**config.mk**
```make
export PLATFORM = sky130hd
export DESIGN_NAME = cmd_queue_fifo
export DESIGN_NICKNAME = d
export VERILOG_FILES = /design/src/rtl/cmd_queue_fifo.sv
export SDC_FILE = /design/constraint.sdc
export NUM_CORES = 1
export LEC_CHECK = 0
export ABC_AREA = 1
export CORE_MARGIN = 4
export CORE_UTILIZATION = 45
export CTS_CLUSTER_DIAMETER = 50
export CTS_CLUSTER_SIZE = 14
export DETAILED_ROUTE_END_ITERATION = 16
export PLACE_DENSITY_LB_ADDON = 0.2
export SLEW_MARGIN = 15
export SYNTH_ARGS = -nofsm -noshare
export SYNTH_HDL_FRONTEND = slang
export SYNTH_SLANG_ARGS = --single-unit
```
**constraint.sdc**
```tcl
create_clock -name i_clk -period 12.95 [get_ports i_clk]
set_input_delay 3.2375 -clock i_clk [delete_from_list [all_inputs] [get_ports i_clk]]
set_output_delay 3.2375 -clock i_clk [all_outputs]
set_load 0.02 [all_outputs]
```
**src/rtl/cmd_queue_fifo.sv**
```systemverilog
// cmd_queue_fifo: show-ahead command FIFO with fill level and sticky overflow/underflow status.
// Define CMDQ_BYPASS_EN to let a push into an empty queue reach o_cmd in the same cycle.
module cmd_queue_fifo #(
  parameter int CMD_W        = 64,
  parameter int DEPTH        = 16,
  parameter int AFULL_THRESH = 12
) (
  input  logic                     i_clk,
  input  logic                     i_rstn,
  input  logic                     i_flush,
  input  logic                     i_push,
  input  logic [CMD_W-1:0]         i_push_cmd,
  output logic                     o_full,
  output logic                     o_almost_full,
  output logic [CMD_W-1:0]         o_cmd,
  output logic                     o_empty,
  input  logic                     i_rd,
  output logic [$clog2(DEPTH):0]   o_count,
  output logic                     o_overflow,
  output logic                     o_underflow
);

  localparam int AW = $clog2(DEPTH);
  localparam logic [AW:0] AFULL_LVL = (AW+1)'(AFULL_THRESH);

  logic [CMD_W-1:0] r_mem [DEPTH];
  logic [AW:0]      r_wr_ptr;
  logic [AW:0]      r_rd_ptr;
  logic             r_overflow;
  logic             r_underflow;

  logic             w_empty_q;
  logic             w_full;
  logic [AW:0]      w_count;
  logic             w_bypass;
  logic             w_bypass_take;
  logic             w_push_ok;
  logic             w_pop_ok;
  logic             w_overflow_ev;
  logic             w_underflow_ev;

  // Extra wrap bit on each pointer tells full apart from empty when the addresses match.
  assign w_empty_q = (r_wr_ptr == r_rd_ptr);
  assign w_full    = (r_wr_ptr[AW-1:0] == r_rd_ptr[AW-1:0]) && (r_wr_ptr[AW] != r_rd_ptr[AW]);
  assign w_count   = r_wr_ptr - r_rd_ptr;

`ifdef CMDQ_BYPASS_EN
  assign w_bypass = w_empty_q && i_push && !i_flush;
`else
  assign w_bypass = 1'b0;
`endif

  // A bypassed command that is read in the same cycle never touches storage.
  assign w_bypass_take  = w_bypass && i_rd;
  assign w_push_ok      = i_push && !w_full && !w_bypass_take;
  assign w_pop_ok       = i_rd && !w_empty_q;
  assign w_overflow_ev  = i_push && w_full;
  assign w_underflow_ev = i_rd && w_empty_q && !w_bypass;

  always_ff @(posedge i_clk or negedge i_rstn) begin
    if (!i_rstn) begin
      r_wr_ptr    <= '0;
      r_rd_ptr    <= '0;
      r_overflow  <= 1'b0;
      r_underflow <= 1'b0;
    end else if (i_flush) begin
      r_wr_ptr    <= '0;
      r_rd_ptr    <= '0;
      r_overflow  <= 1'b0;
      r_underflow <= 1'b0;
    end else begin
      if (w_push_ok)      r_wr_ptr    <= r_wr_ptr + 1'b1;
      if (w_pop_ok)       r_rd_ptr    <= r_rd_ptr + 1'b1;
      if (w_overflow_ev)  r_overflow  <= 1'b1;
      if (w_underflow_ev) r_underflow <= 1'b1;
    end
  end

  // Storage is not reset; o_cmd masking keeps stale words from ever being visible.
  always_ff @(posedge i_clk) begin
    if (w_push_ok && !i_flush) r_mem[r_wr_ptr[AW-1:0]] <= i_push_cmd;
  end

  always_comb begin
    o_cmd = '0;
    if (w_bypass)        o_cmd = i_push_cmd;
    else if (!w_empty_q) o_cmd = r_mem[r_rd_ptr[AW-1:0]];
  end

  assign o_empty       = w_empty_q && !w_bypass;
  assign o_full        = w_full;
  assign o_count       = w_count;
  assign o_almost_full = (w_count >= AFULL_LVL);
  assign o_overflow    = r_overflow;
  assign o_underflow   = r_underflow;

endmodule

```
Cell sizes after repair:
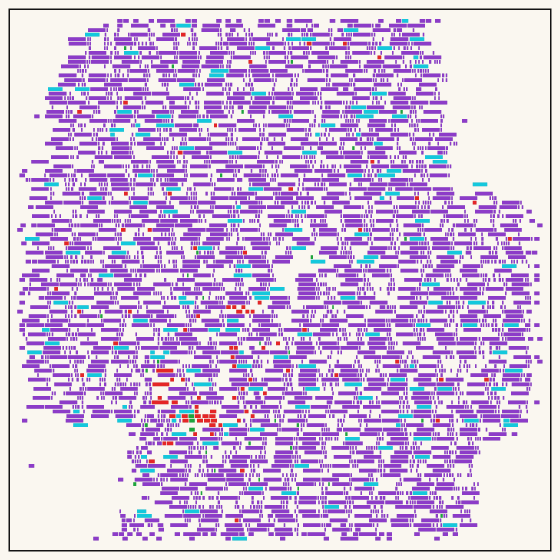
- purple: drive 1 or less (cells 4280)
- cyan: drive 6 and up (cells 158)
- green: drive 2 (cells 36)
- red: drive 3 to 4 (cells 85)

Port wiring:
The bar under the picture is 100 µm long.
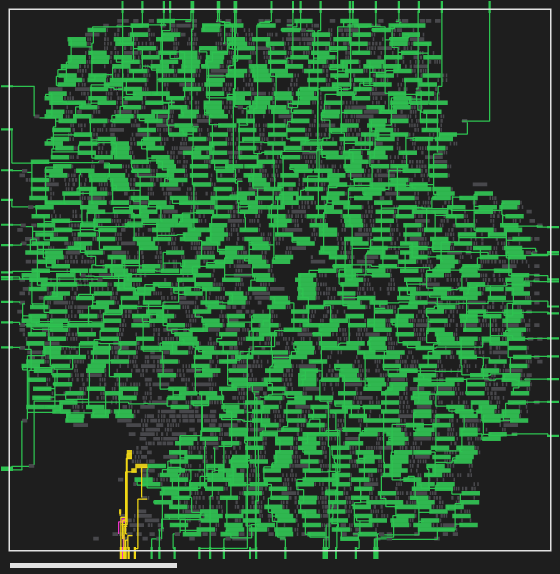
- magenta: `o_almost_full` (direction output; end cells 1; wire 18.2 µm)
- yellow: `o_count` (direction output; end cells 5; wire 265 µm)
- green: `i_push_cmd` (direction input; end cells 1024; wire 13100 µm)
port buffer count: 142
IO Pins: 143

critical path, delay by kind of cell, from the launching register on:
family	cells	cell delay, ps
adders and majority gates	1	510
AOI/OAI and AO/OA	1	270
buffers and inverters	4	1830
and+or+nand+nor	3	800
DFF	1	900
final timing paths:
path | end | slack, ps | cells past startpoint
worst max-delay path | o_cmd[42] | 4600 | 9
worst max register to register | r_mem[2][33] | 7860 | 10
worst min-delay path | o_overflow | 520 | 2
worst min register to register | o_overflow | 520 | 2
max in group asynchronous | r_rd_ptr[0] | 9470 | 1
min in group asynchronous | r_rd_ptr[1] | 2960 | 1
registers in the layout, summed over array words and instances, names as in the netlist:
name         flops
r_mem         1024
r_wr_ptr         5
o_overflow       1
r_rd_ptr         5
o_underflow      1
==> flow_summary.json <==
{
  "met3_usage_pct": 2.85,
  "core_um2": 98600,
  "async_reset_ff_share_pct": 1.16,
  "setup_tns_ps": 0,
  "cts_hold_buf": 0,
  "placed_cells": 5628,
  "power_mw": 8.36,
  "dr.max_layer_used": "met4",
  "dr.pass1.iters": 8,
  "drc": 0,
  "ctsRootBufferMaster": "clkbuf_16",
  "yosysWarnings": 0,
  "use_met1_pct": 29.2,
  "use_met2_pct": 36.3,
  "ir_drop_v": 0.000135,
  "worstSetupPathType": "flop to primary output",
  "path_cells": "inv_4, ha_1, nand2_1, nor2_1, inv_1, nor2_4, buf_4, a21oi_1, clkdlybuf4s50_1",
  "die_width_um": 323,
  "syn-num-nets": 4449,
  "cts_setup_buffers": 0,
  "rows": 115,
  "critPathSlowestCell": "dfrtp_4",
  "synth.largest_area_cell": "edfxtp_1",
  "routedWlPerCell_um": 19.3,
  "cts_tree": "done",
  "postSynthCellCount": 4370,
  "tool_warnings": 36,
  "yosys.stat.seqShare_pct": 69.3,
  "layout-drive-gt1-share_pct": 6.12,
  "postSynthAreaPerCell_um2": 10.2,
  "period_used_pct": 64.5,
  "seqPwrFrac_pct": 44.6,
  "r2r_start": "r_rd_ptr[2]",
  "ys_sh_adder_pct": 0.296,
  "numCtsBuffers": 114,
  "largest_cell_class": "flip-flops and latches",
  "nets": 4536,
  "antenna_cells": 3,
  "sh_comb_area_pct": 19.6,
  "finish.utilization_pct": 51.9,
  "dp_slack_ps": 5330,
  "nWellTaps": 1287,
  "grt_usage_pct": 21.6,
  "ctsResizeCount": 0,
  "seq_area_share_pct": 60.7,
  "fin_area_um2": 51200,
  "syn_area_um2": 44800,
  "antenna_left": 0,
  "ys.flop_type": "edfxtp_1",
  "gp_congestion": 0.739,
  "static-leakage-power_nw": 21.4,
  "buffers": 183,
  "insertion_delay_ps": 700,
  "gr-max-usage-layer": "met2",
  "top_cells_by_count": "nand2_1 (1751), edfxtp_1 (1024), inv_1 (708)",
  "hold_viol": 0,
  "topCellsByArea": "edfxtp_1 (69%), nand2_1 (15%), inv_1 (5.9%)",
  "final-seq-area_um2": 31100,
  "crit_start": "r_rd_ptr[2]",
  "status": "completed",
  "top_cell_area_share_pct": 68.7,
  "slew_headroom_pct": 22.1,
  "grt_overflow": 0,
  "grt_max_degree": 261,
  "p_per_area_nw_per_um2": 163,
  "ys_chip_area_um2": 44800,
  "ys_cells": 4370,
  "holdCritPathClass": "flop to flop",
  "finalClockSkew_ps": 30.7,
  "dp_hpwl_mm": 54.6,
  "worst_slack_ps": 4600,
  "dieArea_um2": 105000,
  "cts_max_path_buffers": 3,
  "max_freq_mhz": 120,
  "combPwrFrac_pct": 15.0,
  "yosysUniqueCellTypes": 27,
  "worstMarginPinSlew_ps": 1170,
  "syn_to_final_growth_pct": 14.3,
  "vias": 29400,
  "hp-start": "o_overflow",
  "drt_iter0_drc": 2872,
  "topCombFamilyByArea": "simple AND/OR/NAND/NOR gates",
  "required_ps": 9710,
  "fin_cells": 5849,
  "slew_viol_final": 0,
  "wirelength_mm": 113,
  "place_area_um2": 47200,
  "synth.most_common_cell": "nand2_1",
  "intPower_mw": 6.08,
  "worst_ep_arrival_time_ps": 5110,
  "grt_pass1_wl_mm": 171,
  "cts_max_level": 3,
  "viasPerCell": 5.03,
  "fp_util_pct": 45.4,
  "mostFrequentLayoutCell": "nand2_1",
  "m1WireLength_mm": 49.2,
  "final-setup-viol-count": 0,
  "die_y_um": 323,
  "worstSetupEndpointType": "primary output",
  "cts.sinks": 1036,
  "clk_share_pct": 7.73,
  "simple_gate_share_pct": 20.8,
  "comb_cells": 2398,
  "ys_ff": 1036,
  "route.met3.wl_mm": 5.85,
  "cpPeakStageDelay_ps": 900,
  "layout_top_cells": "nand2_1 (1751), edfxtp_1 (1024), inv_1 (706)",
  "met2WireLength_mm": 55.1,
  "num-nonclk-inverters": 724,
  "cp-start-kind": "flop",
  "mux_area_share_pct": 0,
  "buf_share_pct": 3.47,
  "path_clk_slew_ps": 70,
  "fin_crit_ps": 8350,
  "drv_cap": 0,
  "grt_pass1_vias": 28300,
  "grt_setup_unrepaired": "false",
  "sw_frac_of_total_pct": 27.3,
  "edf_count": 1024,
  "fillers": 8595,
  "powerComb_mw": 1.26,
  "synthAoiAreaFrac_pct": 0.905,
  "top_power_group": "registers",
  "seq_cells": 1036
}
No activity file was given, so power comes from the tool's default toggle rates.
